$ cat src/rtl/pipe_ex_stage_if.sv
// ---------------------------------------------------------------------------
// pipe_ex_stage_if
// Bundles the decode-side instruction fields, the MEM/WB forwarding taps and
// the EX-stage results into one bus between the pipeline and pipe_ex_stage.
// master : the surrounding pipeline (drives decode/forwarding, reads results)
// slave  : the execute stage itself
// ---------------------------------------------------------------------------
interface pipe_ex_stage_if #(
  parameter int XLEN  = 32,
  parameter int RADDR = 5
);
  // Pipeline control
  logic             flush;

  // Decode-stage instruction fields
  logic             id_valid;
  logic             id_wreg;
  logic             id_m2reg;
  logic             id_wmem;
  logic [3:0]       id_aluc;
  logic             id_shift;
  logic             id_aluimm;
  logic [RADDR-1:0] id_rs;
  logic [RADDR-1:0] id_rt;
  logic [RADDR-1:0] id_wn;
  logic [XLEN-1:0]  id_qa;
  logic [XLEN-1:0]  id_qb;
  logic [XLEN-1:0]  id_imm;

  // Forwarding taps from later stages
  logic             mem_wreg;
  logic [RADDR-1:0] mem_wn;
  logic [XLEN-1:0]  mem_res;
  logic             wb_wreg;
  logic [RADDR-1:0] wb_wn;
  logic [XLEN-1:0]  wb_res;

  // Execute-stage results
  logic             ex_busy;
  logic             ex_valid;
  logic             ex_wreg;
  logic             ex_m2reg;
  logic             ex_wmem;
  logic [RADDR-1:0] ex_wn;
  logic [XLEN-1:0]  ex_alu_result;
  logic [XLEN-1:0]  ex_di;
  logic             ex_z;

  modport master (
    output flush,
    output id_valid, id_wreg, id_m2reg, id_wmem, id_aluc, id_shift, id_aluimm,
    output id_rs, id_rt, id_wn, id_qa, id_qb, id_imm,
    output mem_wreg, mem_wn, mem_res, wb_wreg, wb_wn, wb_res,
    input  ex_busy, ex_valid, ex_wreg, ex_m2reg, ex_wmem, ex_wn,
    input  ex_alu_result, ex_di, ex_z
  );

  modport slave (
    input  flush,
    input  id_valid, id_wreg, id_m2reg, id_wmem, id_aluc, id_shift, id_aluimm,
    input  id_rs, id_rt, id_wn, id_qa, id_qb, id_imm,
    input  mem_wreg, mem_wn, mem_res, wb_wreg, wb_wn, wb_res,
    output ex_busy, ex_valid, ex_wreg, ex_m2reg, ex_wmem, ex_wn,
    output ex_alu_result, ex_di, ex_z
  );
endinterface

$ cat src/rtl/pipe_ex_stage.sv
// ---------------------------------------------------------------------------
// pipe_ex_stage
// Execute stage with integrated ID/EX register, valid/flush handling and
// operand forwarding from MEM and WB (MEM wins, r0 never forwarded).
//
// Optional feature macro: PIPE_EX_MUL_EN
//   defined   : aluc 1011 runs a radix-2 shift-add multiplier that holds the
//               stage (ex_busy) for XLEN+1 cycles, result in the XLEN+2th.
//   undefined : aluc 1011 completes in one cycle with result 0, ex_busy = 0.
// ---------------------------------------------------------------------------
module pipe_ex_stage #(
  parameter int XLEN  = 32,
  parameter int RADDR = 5
) (
  input  logic            clk,
  input  logic            clrn,
  pipe_ex_stage_if.slave  bus
);

  localparam int         SHW    = $clog2(XLEN);
  localparam logic [3:0] OP_MUL = 4'b1011;

  // ID/EX register contents
  logic             valid_q;
  logic             wreg_q;
  logic             m2reg_q;
  logic             wmem_q;
  logic [3:0]       aluc_q;
  logic             shift_q;
  logic             aluimm_q;
  logic [RADDR-1:0] rs_q;
  logic [RADDR-1:0] rt_q;
  logic [RADDR-1:0] wn_q;
  logic [XLEN-1:0]  qa_q;
  logic [XLEN-1:0]  qb_q;
  logic [XLEN-1:0]  imm_q;

  logic             busy;
  logic             valid_out;
  logic [XLEN-1:0]  fwd_a;
  logic [XLEN-1:0]  fwd_b;
  logic [XLEN-1:0]  alua;
  logic [XLEN-1:0]  alub;
  logic [SHW-1:0]   shamt;
  logic [XLEN-1:0]  alu_res;
  logic [XLEN-1:0]  result;

  // ID/EX register: flush kills, otherwise load unless the stage is stalled
  // NOTE: sequential state uses non-blocking assignments so every register
  // samples the pre-edge values, independent of statement order.
  always_ff @(posedge clk or negedge clrn) begin
    if (!clrn) begin
      valid_q  <= 1'b0;
      wreg_q   <= 1'b0;
      m2reg_q  <= 1'b0;
      wmem_q   <= 1'b0;
      aluc_q   <= '0;
      shift_q  <= 1'b0;
      aluimm_q <= 1'b0;
      rs_q     <= '0;
      rt_q     <= '0;
      wn_q     <= '0;
      qa_q     <= '0;
      qb_q     <= '0;
      imm_q    <= '0;
    end else if (bus.flush) begin
      valid_q  <= 1'b0;
    end else if (!busy) begin
      valid_q  <= bus.id_valid;
      wreg_q   <= bus.id_wreg;
      m2reg_q  <= bus.id_m2reg;
      wmem_q   <= bus.id_wmem;
      aluc_q   <= bus.id_aluc;
      shift_q  <= bus.id_shift;
      aluimm_q <= bus.id_aluimm;
      rs_q     <= bus.id_rs;
      rt_q     <= bus.id_rt;
      wn_q     <= bus.id_wn;
      qa_q     <= bus.id_qa;
      qb_q     <= bus.id_qb;
      imm_q    <= bus.id_imm;
    end
  end

  // Operand forwarding: MEM result beats WB result, register 0 is never bypassed
  // NOTE: every always_comb output is given a default first so no path can
  // leave it unassigned and infer a latch.
  always_comb begin
    fwd_a = qa_q;
    fwd_b = qb_q;
    if (rs_q != '0 && bus.mem_wreg && bus.mem_wn == rs_q) begin
      fwd_a = bus.mem_res;
    end else if (rs_q != '0 && bus.wb_wreg && bus.wb_wn == rs_q) begin
      fwd_a = bus.wb_res;
    end
    if (rt_q != '0 && bus.mem_wreg && bus.mem_wn == rt_q) begin
      fwd_b = bus.mem_res;
    end else if (rt_q != '0 && bus.wb_wreg && bus.wb_wn == rt_q) begin
      fwd_b = bus.wb_res;
    end
  end

  assign alua  = shift_q  ? imm_q : fwd_a;
  assign alub  = aluimm_q ? imm_q : fwd_b;
  assign shamt = alua[SHW-1:0];

  // Single-cycle ALU; the multiply opcode yields 0 here and is handled below
  always_comb begin
    alu_res = '0;
    casez (aluc_q)
      4'b?000: alu_res = alua + alub;
      4'b?100: alu_res = alua - alub;
      4'b?001: alu_res = alua & alub;
      4'b?101: alu_res = alua | alub;
      4'b?010: alu_res = alua ^ alub;
      4'b?110: alu_res = alub << (XLEN / 2);
      4'b0011: alu_res = alub << shamt;
      4'b0111: alu_res = alub >> shamt;
      4'b1111: alu_res = $signed(alub) >>> shamt;
      default: alu_res = '0;
    endcase
  end

`ifdef PIPE_EX_MUL_EN

  typedef enum logic [1:0] {
    MUL_IDLE,
    MUL_RUN,
    MUL_DONE
  } mul_state_t;

  localparam logic [SHW-1:0] CNT_LAST = SHW'(XLEN - 1);

  mul_state_t      state_q;
  mul_state_t      state_d;
  logic            is_mul;
  logic            mul_start;
  logic [XLEN-1:0] mcand_q;
  logic [XLEN-1:0] mplier_q;
  logic [XLEN-1:0] acc_q;
  logic [SHW-1:0]  cnt_q;

  assign is_mul    = valid_q && (aluc_q == OP_MUL);
  assign mul_start = (state_q == MUL_IDLE) && is_mul && !bus.flush;

  // Multiplier state register
  always_ff @(posedge clk or negedge clrn) begin
    if (!clrn) begin
      state_q <= MUL_IDLE;
    end else begin
      state_q <= state_d;
    end
  end

  // Multiplier next state and stall/valid outputs; flush always returns to IDLE
  always_comb begin
    state_d   = state_q;
    busy      = 1'b0;
    valid_out = valid_q;
    case (state_q)
      MUL_IDLE: begin
        if (is_mul) begin
          busy      = 1'b1;
          valid_out = 1'b0;
          state_d   = MUL_RUN;
        end
      end
      MUL_RUN: begin
        busy      = 1'b1;
        valid_out = 1'b0;
        if (cnt_q == CNT_LAST) begin
          state_d = MUL_DONE;
        end
      end
      MUL_DONE: begin
        state_d = MUL_IDLE;
      end
      default: begin
        state_d = MUL_IDLE;
      end
    endcase
    if (bus.flush) begin
      state_d = MUL_IDLE;
    end
  end

  // Shift-add datapath: capture operands once, then one multiplier bit per edge
  always_ff @(posedge clk or negedge clrn) begin
    if (!clrn) begin
      mcand_q  <= '0;
      mplier_q <= '0;
      acc_q    <= '0;
      cnt_q    <= '0;
    end else if (mul_start) begin
      mcand_q  <= alua;
      mplier_q <= alub;
      acc_q    <= '0;
      cnt_q    <= '0;
    end else if (state_q == MUL_RUN) begin
      acc_q    <= acc_q + (mplier_q[0] ? mcand_q : '0);
      mcand_q  <= mcand_q << 1;
      mplier_q <= mplier_q >> 1;
      cnt_q    <= cnt_q + 1'b1;
    end
  end

  assign result = (state_q == MUL_DONE) ? acc_q : alu_res;

`else

  assign busy      = 1'b0;
  assign valid_out = valid_q;
  assign result    = alu_res;

`endif

  assign bus.ex_busy       = busy;
  assign bus.ex_valid      = valid_out;
  assign bus.ex_wreg       = wreg_q  & valid_out;
  assign bus.ex_m2reg      = m2reg_q & valid_out;
  assign bus.ex_wmem       = wmem_q  & valid_out;
  assign bus.ex_wn         = wn_q;
  assign bus.ex_alu_result = result;
  assign bus.ex_di         = fwd_b;
  assign bus.ex_z          = (result == '0);

endmodule

$ cat src/flat_wrapper.sv
// flat-port wrapper written by rule: the top's interface ports become plain ports
module pipe_ex_stage_flat 
#(
  parameter int XLEN  = 32,
  parameter int RADDR = 5
)
  (clk, clrn, bus_flush, bus_id_valid, bus_id_wreg, bus_id_m2reg, bus_id_wmem, bus_id_aluc, bus_id_shift, bus_id_aluimm, bus_id_rs, bus_id_rt, bus_id_wn, bus_id_qa, bus_id_qb, bus_id_imm, bus_mem_wreg, bus_mem_wn, bus_mem_res, bus_wb_wreg, bus_wb_wn, bus_wb_res, bus_ex_busy, bus_ex_valid, bus_ex_wreg, bus_ex_m2reg, bus_ex_wmem, bus_ex_wn, bus_ex_alu_result, bus_ex_di, bus_ex_z);
  pipe_ex_stage_if #(.XLEN(XLEN), .RADDR(RADDR)) bus_i ();
  input  logic clk;
  input  logic clrn;
  input wire logic [$bits(bus_i.flush)-1:0] bus_flush;
  input wire logic [$bits(bus_i.id_valid)-1:0] bus_id_valid;
  input wire logic [$bits(bus_i.id_wreg)-1:0] bus_id_wreg;
  input wire logic [$bits(bus_i.id_m2reg)-1:0] bus_id_m2reg;
  input wire logic [$bits(bus_i.id_wmem)-1:0] bus_id_wmem;
  input wire logic [$bits(bus_i.id_aluc)-1:0] bus_id_aluc;
  input wire logic [$bits(bus_i.id_shift)-1:0] bus_id_shift;
  input wire logic [$bits(bus_i.id_aluimm)-1:0] bus_id_aluimm;
  input wire logic [$bits(bus_i.id_rs)-1:0] bus_id_rs;
  input wire logic [$bits(bus_i.id_rt)-1:0] bus_id_rt;
  input wire logic [$bits(bus_i.id_wn)-1:0] bus_id_wn;
  input wire logic [$bits(bus_i.id_qa)-1:0] bus_id_qa;
  input wire logic [$bits(bus_i.id_qb)-1:0] bus_id_qb;
  input wire logic [$bits(bus_i.id_imm)-1:0] bus_id_imm;
  input wire logic [$bits(bus_i.mem_wreg)-1:0] bus_mem_wreg;
  input wire logic [$bits(bus_i.mem_wn)-1:0] bus_mem_wn;
  input wire logic [$bits(bus_i.mem_res)-1:0] bus_mem_res;
  input wire logic [$bits(bus_i.wb_wreg)-1:0] bus_wb_wreg;
  input wire logic [$bits(bus_i.wb_wn)-1:0] bus_wb_wn;
  input wire logic [$bits(bus_i.wb_res)-1:0] bus_wb_res;
  output wire logic [$bits(bus_i.ex_busy)-1:0] bus_ex_busy;
  output wire logic [$bits(bus_i.ex_valid)-1:0] bus_ex_valid;
  output wire logic [$bits(bus_i.ex_wreg)-1:0] bus_ex_wreg;
  output wire logic [$bits(bus_i.ex_m2reg)-1:0] bus_ex_m2reg;
  output wire logic [$bits(bus_i.ex_wmem)-1:0] bus_ex_wmem;
  output wire logic [$bits(bus_i.ex_wn)-1:0] bus_ex_wn;
  output wire logic [$bits(bus_i.ex_alu_result)-1:0] bus_ex_alu_result;
  output wire logic [$bits(bus_i.ex_di)-1:0] bus_ex_di;
  output wire logic [$bits(bus_i.ex_z)-1:0] bus_ex_z;
  assign bus_i.flush = bus_flush;
  assign bus_i.id_valid = bus_id_valid;
  assign bus_i.id_wreg = bus_id_wreg;
  assign bus_i.id_m2reg = bus_id_m2reg;
  assign bus_i.id_wmem = bus_id_wmem;
  assign bus_i.id_aluc = bus_id_aluc;
  assign bus_i.id_shift = bus_id_shift;
  assign bus_i.id_aluimm = bus_id_aluimm;
  assign bus_i.id_rs = bus_id_rs;
  assign bus_i.id_rt = bus_id_rt;
  assign bus_i.id_wn = bus_id_wn;
  assign bus_i.id_qa = bus_id_qa;
  assign bus_i.id_qb = bus_id_qb;
  assign bus_i.id_imm = bus_id_imm;
  assign bus_i.mem_wreg = bus_mem_wreg;
  assign bus_i.mem_wn = bus_mem_wn;
  assign bus_i.mem_res = bus_mem_res;
  assign bus_i.wb_wreg = bus_wb_wreg;
  assign bus_i.wb_wn = bus_wb_wn;
  assign bus_i.wb_res = bus_wb_res;
  assign bus_ex_busy = bus_i.ex_busy;
  assign bus_ex_valid = bus_i.ex_valid;
  assign bus_ex_wreg = bus_i.ex_wreg;
  assign bus_ex_m2reg = bus_i.ex_m2reg;
  assign bus_ex_wmem = bus_i.ex_wmem;
  assign bus_ex_wn = bus_i.ex_wn;
  assign bus_ex_alu_result = bus_i.ex_alu_result;
  assign bus_ex_di = bus_i.ex_di;
  assign bus_ex_z = bus_i.ex_z;
  pipe_ex_stage #(.XLEN(XLEN), .RADDR(RADDR)) u_core (.clk(clk), .clrn(clrn), .bus(bus_i));
endmodule
$ cat config.mk
export PLATFORM = sky130hd
export DESIGN_NAME = pipe_ex_stage_flat
export DESIGN_NICKNAME = d
export VERILOG_FILES = /design/src/rtl/pipe_ex_stage_if.sv /design/src/rtl/pipe_ex_stage.sv /design/src/flat_wrapper.sv
export SDC_FILE = /design/constraint.sdc
export NUM_CORES = 1
export LEC_CHECK = 0
export CORE_UTILIZATION = 49
export CTS_CLUSTER_SIZE = 28
export DETAILED_ROUTE_END_ITERATION = 6
export PLACE_DENSITY_LB_ADDON = 0.2
export SLEW_MARGIN = 15
export SYNTH_ARGS = -nofsm -noshare
export SYNTH_HDL_FRONTEND = slang
export SYNTH_SLANG_ARGS = --single-unit
$ cat constraint.sdc
create_clock -name clk -period 18.45 [get_ports clk]
set_input_delay 3.69 -clock clk [delete_from_list [all_inputs] [get_ports clk]]
set_output_delay 3.69 -clock clk [all_outputs]
set_load 0.05 [all_outputs]
Fig. 1: run 1, PDN straps and rails
Pins as bars on the die edge. Tap cells in grey.
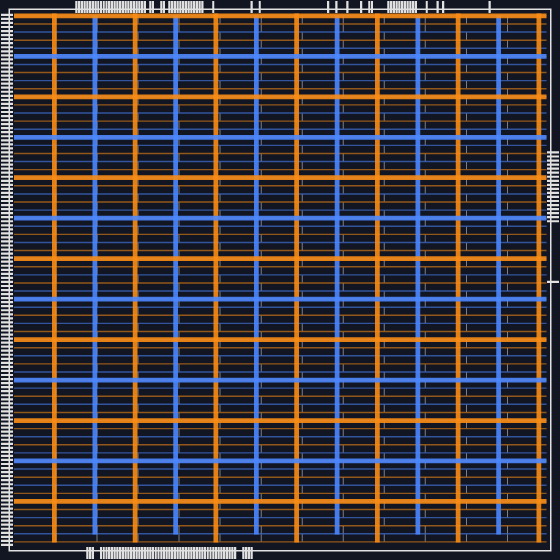
[VDD] blue
[VSS] orange
met1 rails: 66
tap cells: 402
signal pins: 275
met4 straps: 13

Fig. 2: run 1, placement by cell class
Bar = 50 um. Fill, decap, tap and diode cells in grey.
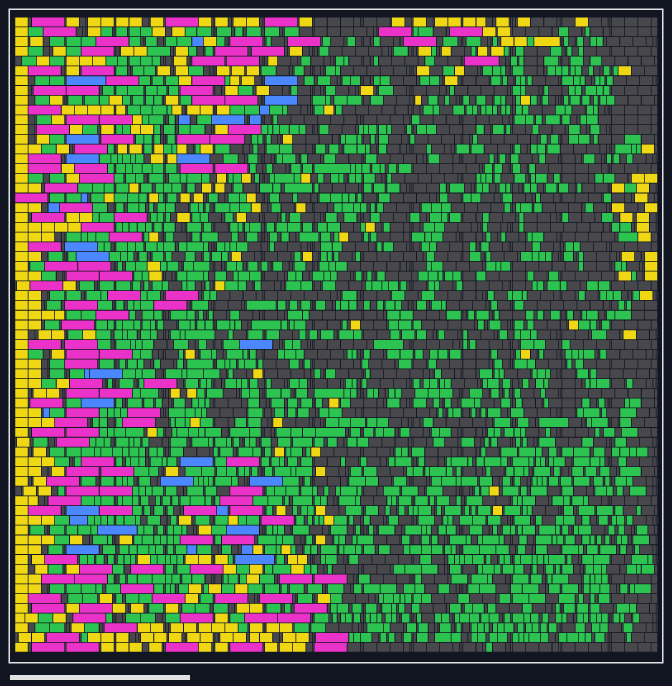
[clock drivers and dummy loads] blue | cells: 32 | share of their area: 3.2%
[registers] magenta | cells: 121 | share of their area: 16%
[remaining buffers and delay cells] yellow | cells: 339 | share of their area: 17%
[remaining logic cells] green | cells: 1713 | share of their area: 64%

Fig. 3: run 1, clock network drawn from the DEF
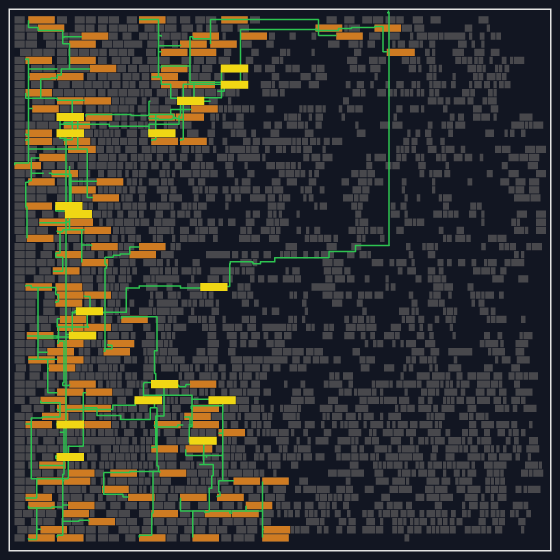
[clock wires] green | length: 2040 um
[flip-flops] orange | count: 121
[clock-net drivers] yellow | count: 17
routed clock nets: 18

Fig. 4: run 1, cell outlines without signal wires
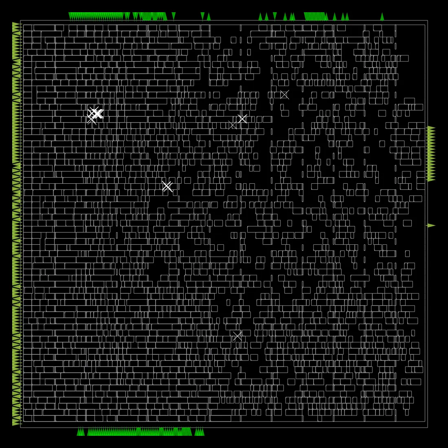
tap cell instance count: 402
Fillers: 2634
number of flip-flops and latches: 121
utilization after layout: 61.75%

==> Slide: Implementation Results, run 1 <==
Key Metrics from the Run

Pwr
  • Total power of the final layout: 0.002090 W
  • Power in combinational cells: 0.00141 W
  • Peak supply drop: 0.09010 mV
  • Share of total power in sequential cells: 15.3%
  • Power group with the highest consumption: combinational logic
  • Power dissipated by switching net loads: 0.001117 W
  • Internal cell power: 0.0009731 W

Drt
  • DRC marker count from the first detailed-route iteration: 3578
  • Total routed wirelength: 84020 um
  • First-pass detailed-route iteration total: 7
  • Avg Vias per Cell: 7.550
  • Wire per inst: 32.19 um
  • Final ANT Viol Nets: 0
  • Number of DRC violations after detailed routing: 76

Final layout
  • Nets: 2489
  • Area used by multi-input combinational logic: 11810 um2
  • Non-clock inverters: 90
  • Layout area overhead: 23.74%
  • Final clock-cell share: 3.126%
  • Clock buf count: 19
  • Fraction of standard cell area that is sequential: 15.52%
  • Antenna Diode Count: 3
  • Buffers excl. clock: 339
  • Cell area after layout: 19540 um2
  • Biggest Area Class: multi-input combinational cells

Synth
  • Mean post-synth cell area: 7.894 um2
  • Unique masters post-synth: 86
  • Biggest area cells: sky130_fd_sc_hd__dfrtp_1 (19%), sky130_fd_sc_hd__mux2_2 (9.5%), sky130_fd_sc_hd__ha_1 (7.6%), sky130_fd_sc_hd__mux2i_1 (5.7%), sky130_fd_sc_hd__a21oi_1 (4.7%)
  • Basic-gate share of the synthesized area counting and, or, nand and nor cells: 16.92%
  • Number of cells produced by synthesis: 2000
  • Number of flip-flops and latches in the synthesized netlist: 121
  • Post-synthesis cell type with the largest instance count: sky130_fd_sc_hd__a21oi_1
  • Share of synthesized registers carrying an async set or reset: 100.0%
  • Mux share of post-synthesis cell area: 16.28%
  • Largest non-sequential cell family by area: AND-OR/OR-AND gates
  • Top cell types by occurrence after synthesis: sky130_fd_sc_hd__a21oi_1 (148), sky130_fd_sc_hd__nor2_1 (146), sky130_fd_sc_hd__mux2_2 (133)
  • Adder Share, Synth: 7.735%
  • Area of the synthesized netlist per yosys stat: 15790 um2
  • Count of library flops with an enable pin: 0
  • Nets at Floorplan: 2297
  • Cell taking the most area after synthesis: sky130_fd_sc_hd__dfrtp_1
  • Commonest register cell after synthesis: sky130_fd_sc_hd__dfrtp_1
  • Yosys warns: 0
  • Area share of xor/xnor cells in the synthesized design: 4.327%
  • Yosys cell count: 2000
  • Post-synth design cell area: 15790 um2

CTS
  • Root buf cell: sky130_fd_sc_hd__clkbuf_16
  • Clock transition at the register clock pins on the worst setup and hold paths after CTS: 0.06 ns
  • # Post-CTS Setup Buffers: 0
  • Hold buffers post-CTS: 0
  • Maximum count of clock buffers along a single path: 2
  • Number of buffers inserted during clock tree synthesis: 17
  • Resize count post-CTS: 0

STA
  • Worst-case hold slack: 0.5026 ns
  • Final-report hold violation count: 0
  • Minimum clock period: 16.14 ns
  • Final worst slack: 2.314 ns
  • Maximum clock frequency: 0.06197 GHz
  • Max transition margin: 6.121%
  • Share of the clock period used by the worst path after layout: 87.46%

Placed design
  • Cell count after placement: 2575
  • Count of input and output buffers: 273
  • Dpl hpwl: 62040 um

Global routing
  • Initial antenna violation count: 2
  • Most Crowded Layer GR: met2
  • Vias in the first global route: 18610
  • Aggregate global routing overflow: 0
  • Met1 GRT Util: 59.85%
  • GR Util All Layers: 50.17%

Run status
  • Outcome: finished, violations left
  • Failing checks: design-rule violations

Worst setup path
  • Setup crit start: bus_mem_wn[4]
  • Worst Path Required: 14.76 ns
  • Kind of cell adding the most delay to the critical path: simple AND/OR/NAND/NOR gates
  • Worst Setup EP: bus_ex_z
  • Critical path launch point type: input port
  • Delay contributed by the slowest stage of the critical path: 1.04 ns
  • Maximum fanout along the worst path: 47
  • Critical Path Sink Type: primary output
  • Count of cell instances traversed by the critical path: 25
  • Worst reg-to-reg setup slack: 17.33 ns
  • Cell seen most often among critical-path stages: sky130_fd_sc_hd__nand4_1

Hold path
  • Destination of the worst hold path: u_core.m2reg_q
  • Hold wc startpoint: u_core.m2reg_q
  • Depth of the worst hold-timing path: 1

Floorplanning
  • Chip footprint: 32940 um2
  • Die H: 181.5 um
  • Die X: 181.5 um
  • Number of I/O pins: 275

Job
  • Number of logged tool warnings: 59
-- run 1: layer usage --
metal / routed length (um) / vias up / part of all wire, %
met5: 0 / - / 0
met4: 7189 / 0 / 8.6
met3: 12460 / 542 / 15
met2: 35290 / 2035 / 42
met1: 29090 / 9075 / 35
li1: - / 8053 / -
-- run 1: flip-flops by register name (all words and copies together) (netlist names) --
name / flops
u_core.m2reg_q: 1
u_core.bus.ex_wn: 5
u_core.shift_q: 1
u_core.aluc_q: 4
u_core.aluimm_q: 1
u_core.imm_q: 32
u_core.rs_q: 5
u_core.rt_q: 5
u_core.wmem_q: 1
u_core.bus.ex_valid: 1
u_core.qa_q: 32
u_core.wreg_q: 1
u_core.qb_q: 32
==> inputs of run 2 (changes only) <==
Clock period 18.45 ns to 17.3 ns, I/O delays scaled along.
Fig. 5: run 2, PDN straps and rails
Pins as bars on the die edge. Tap cells in grey.
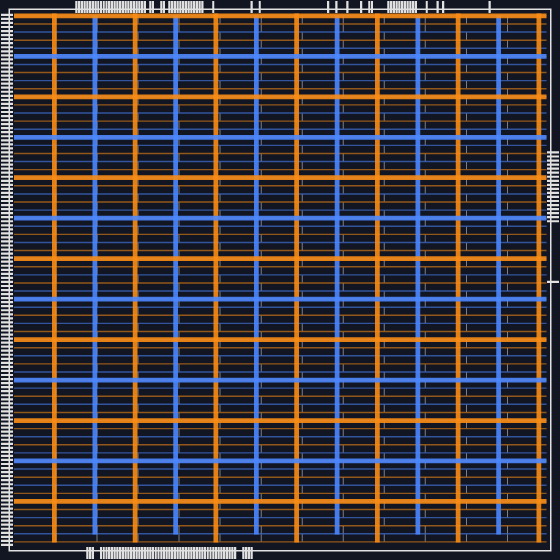
[VSS] orange
[VDD] blue
signal pins: 275
met5 straps: 13
rows: 65
met1 rails: 66

Fig. 6: run 2, M2 wires
Bar = 50 um.
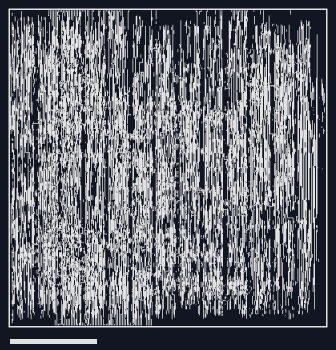
nets with wire on the layer: 2200
longest straight run: 103 um
main direction: vertical

==> run 2 against run 1 <==
The run still ends with design-rule violations left. Wire length is 2.8% higher. Worst hold slack hardly changed. Via count up 0.30%. Highest routed layer is now met5.
==> Slide: Implementation Results, run 2 <==
Key Metrics from the Run

Run status
  • Outcome: finished, violations left
  • Failing checks: design-rule violations

Final layout
  • Leading cell types in the layout, fill and taps excluded: sky130_fd_sc_hd__clkdlybuf4s50_1 (271), sky130_fd_sc_hd__a21oi_1 (147), sky130_fd_sc_hd__nor2_1 (141)
  • Fraction of final layout cells sized beyond drive strength 1: 13.23%
  • Nets: 2499 (+0.40%)
  • Largest registers: u_core.imm_q (32), u_core.qa_q (32), u_core.qb_q (32)
  • Layout area overhead: 23.86%
  • Cell area after layout: 19560 um2 (+0.10%)
  • Utilization after layout: 61.81% (+0.063 points)
  • Non-filler cells, final: 2618

Global routing
  • Aggregate global routing overflow: 0 (unchanged)
  • Met1 GRT Util: 59.36% (-0.49 points)
  • Most Crowded Layer GR: met2
  • Vias in the first global route: 19320 (+3.8%)
  • Met2 Track Usage GR: 75.40%
  • GR Util All Layers: 51.60% (+1.4 points)
  • Initial antenna violation count: 6 (+4)

CTS
  • Hold buffers post-CTS: 0 (unchanged)
  • Clock latency of the later-clocked register in the worst-skew pair: 0.45 ns
  • Total number of clock tree sinks: 121
  • Clock transition at the register clock pins on the worst setup and hold paths after CTS: 0.06 ns (about the same)
  • Number of buffers inserted during clock tree synthesis: 17 (unchanged)
  • Maximum count of clock buffers along a single path: 2 (unchanged)
  • Root buf cell: sky130_fd_sc_hd__clkbuf_16
  • # Post-CTS Setup Buffers: 0 (unchanged)
  • Resize count post-CTS: 0 (unchanged)

Worst setup path
  • FF-to-FF Start: u_core.aluc_q[2]
  • Critical path buffer and inverter count: 4
  • Critical path launch point type: input port
  • R2r endpoint: u_core.aluc_q[2]
  • Kind of cell adding the most delay to the critical path: AND-OR/OR-AND gates
  • Critical Path Sink Type: primary output
  • Worst Path Required: 13.84 ns (-0.92 ns)
  • Worst reg-to-reg setup slack: 15.44 ns (-1.89 ns)
  • Delay contributed by the slowest stage of the critical path: 0.83 ns (-0.21 ns)
  • Maximum fanout along the worst path: 47 (unchanged)
  • Setup crit start: bus_mem_wn[4]
  • Arrival time at the worst endpoint: 12.07 ns
  • Startpoint-to-endpoint class of the critical path: input port to primary output
  • Slowest CP cell: sky130_fd_sc_hd__clkdlybuf4s50_1

Drt
  • Wire length on met3: 13000 um (+4.4%)
  • Final ANT Viol Nets: 0 (unchanged)
  • Wire per inst: 32.99 um (+2.5%)
  • Met2 wire length: 35370 um (+0.21%)
  • DRC marker count from the first detailed-route iteration: 3540 (-1.1%)
  • Total routed wirelength: 86370 um (+2.8%)
  • Routed length on met1: 29680 um (+2.1%)
  • Avg Vias per Cell: 7.550 (about the same)
  • First-pass detailed-route iteration total: 7 (unchanged)
  • Top routing layer used: met5
  • Number of DRC violations after detailed routing: 235 (+210%)

STA
  • Max transition margin: 5.203% (-0.92 points)
  • Number of setup violations in the final report: 0
  • Maximum clock frequency: 0.06438 GHz
  • Number of max-slew violations in the final report: 0
  • Share of the clock period used by the worst path after layout: 89.78%
  • Final worst slack: 1.767 ns (-0.5465 ns)
  • Minimum clock period: 15.53 ns
  • Final-report hold violation count: 0 (unchanged)
  • Setup repair after global routing missed its margin: false
  • Worst-case hold slack: 0.5025 ns (-0.00006800 ns)
  • Setup TNS: 0 ns

Floorplanning
  • Die X: 181.5 um (unchanged)
  • Number of I/O pins: 275 (unchanged)
  • Chip footprint: 32940 um2 (unchanged)
  • Die H: 181.5 um (unchanged)
  • Floorplan Utilization: 49.90%

Synth
  • Adder Share, Synth: 7.735% (unchanged)
  • Share of synthesized registers carrying an async set or reset: 100.0% (unchanged)
  • Area share of xor/xnor cells in the synthesized design: 4.327% (unchanged)
  • Basic-gate share of the synthesized area counting and, or, nand and nor cells: 16.92% (unchanged)
  • Post-synth design cell area: 15790 um2 (unchanged)
  • Count of library flops with an enable pin: 0 (unchanged)
  • Mean post-synth cell area: 7.894 um2 (unchanged)
  • Nets at Floorplan: 2297 (unchanged)
  • Post-synthesis cell type with the largest instance count: sky130_fd_sc_hd__a21oi_1
  • Largest non-sequential cell family by area: AND-OR/OR-AND gates
  • Biggest area cells: sky130_fd_sc_hd__dfrtp_1 (19%), sky130_fd_sc_hd__mux2_2 (9.5%), sky130_fd_sc_hd__ha_1 (7.6%), sky130_fd_sc_hd__mux2i_1 (5.7%), sky130_fd_sc_hd__a21oi_1 (4.7%)
  • Top cell types by occurrence after synthesis: sky130_fd_sc_hd__a21oi_1 (148), sky130_fd_sc_hd__nor2_1 (146), sky130_fd_sc_hd__mux2_2 (133)
  • Yosys warns: 0 (unchanged)
  • Commonest register cell after synthesis: sky130_fd_sc_hd__dfrtp_1
  • Fraction of the yosys area taken by sequential cells: 19.18%
  • Number of flip-flops and latches in the synthesized netlist: 121 (unchanged)
  • Number of cells produced by synthesis: 2000 (unchanged)
  • Area of the synthesized netlist per yosys stat: 15790 um2 (unchanged)
  • Unique masters post-synth: 86 (unchanged)
  • Yosys cell count: 2000 (unchanged)
  • Cell taking the most area after synthesis: sky130_fd_sc_hd__dfrtp_1
  • Mux share of post-synthesis cell area: 16.28% (unchanged)

Pwr
  • Share of total power in sequential cells: 15.4% (about the same)
  • Power group with the highest consumption: combinational logic
  • Clock network fraction of total power: 16.1%
  • Total power of the final layout: 0.002208 W (+5.6%)
  • Power in combinational cells: 0.00151 W (+7%)
  • Clock group: 0.000354 W
  • Peak supply drop: 0.1011 mV (+12%)
  • Power dissipated by switching net loads: 0.001191 W (+6.6%)
  • Flop+latch power: 0.000341 W
  • Static leakage: 7.618 nW
  • Internal cell power: 0.001017 W (+4.5%)

Placed design
  • Routability congestion estimate from global placement: 1.113
  • Cell count after placement: 2585 (+0.39%)
  • Setup Slack @ Placement: 2.177 ns
  • Dpl hpwl: 63020 um (+1.6%)
  • Count of input and output buffers: 273 (unchanged)

Hold path
  • Depth of the worst hold-timing path: 1 (unchanged)
  • Destination of the worst hold path: u_core.bus.ex_wn[4]
  • Hold wc startpoint: u_core.bus.ex_wn[4]
  • Type of the most critical hold path: register to register

Job
  • Number of logged tool warnings: 59 (unchanged)
  • Max-cap violations: 0
Fig. 7: run 2, placement by cell class
Bar = 50 um. Fill, decap, tap and diode cells in grey.
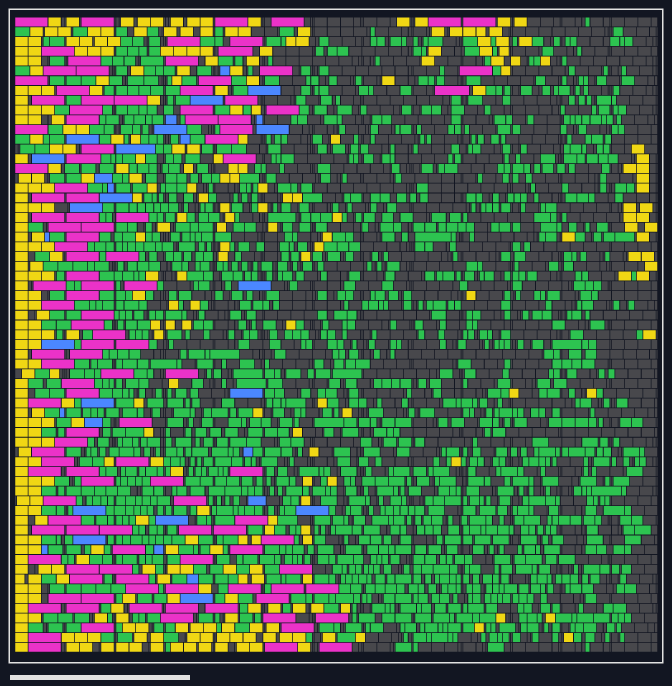
[remaining buffers and delay cells] yellow | cells: 349 | share of their area: 17%
[registers] magenta | cells: 121 | share of their area: 16%
[clock drivers and dummy loads] blue | cells: 32 | share of their area: 3.0%
[remaining logic cells] green | cells: 1713 | share of their area: 64%

[run 2: how the worst max path moves through the flow]
stage / end / slack (ns) / cells past startpoint
finish: bus_ex_z / 1.77 / 26
global route: bus_ex_z / 1.43 / 26
CTS: bus_ex_z / 2.12 / 26
detailed placement: bus_ex_z / 2.18 / 26
global placement: bus_ex_z / 2.34 / 26
floorplan: bus_ex_z / 3.10 / 27
[run 2: final cells by class]
| type | count | area [um2] |
|---|---|---|
| Fill cell | 2583 | 12080 |
| Multi-Input combinational cell | 1623 | 11820 |
| Timing Repair Buffer | 349 | 3298 |
| Sequential cell | 121 | 3032 |
| Tap cell | 402 | 503.0 |
| Clock buffer | 22 | 474.2 |
| Inverter | 90 | 337.8 |
| Clock inverter | 10 | 92.59 |
| Antenna cell | 1 | 2.502 |
Power figures rest on the tool's default switching activity, not on a simulated workload.
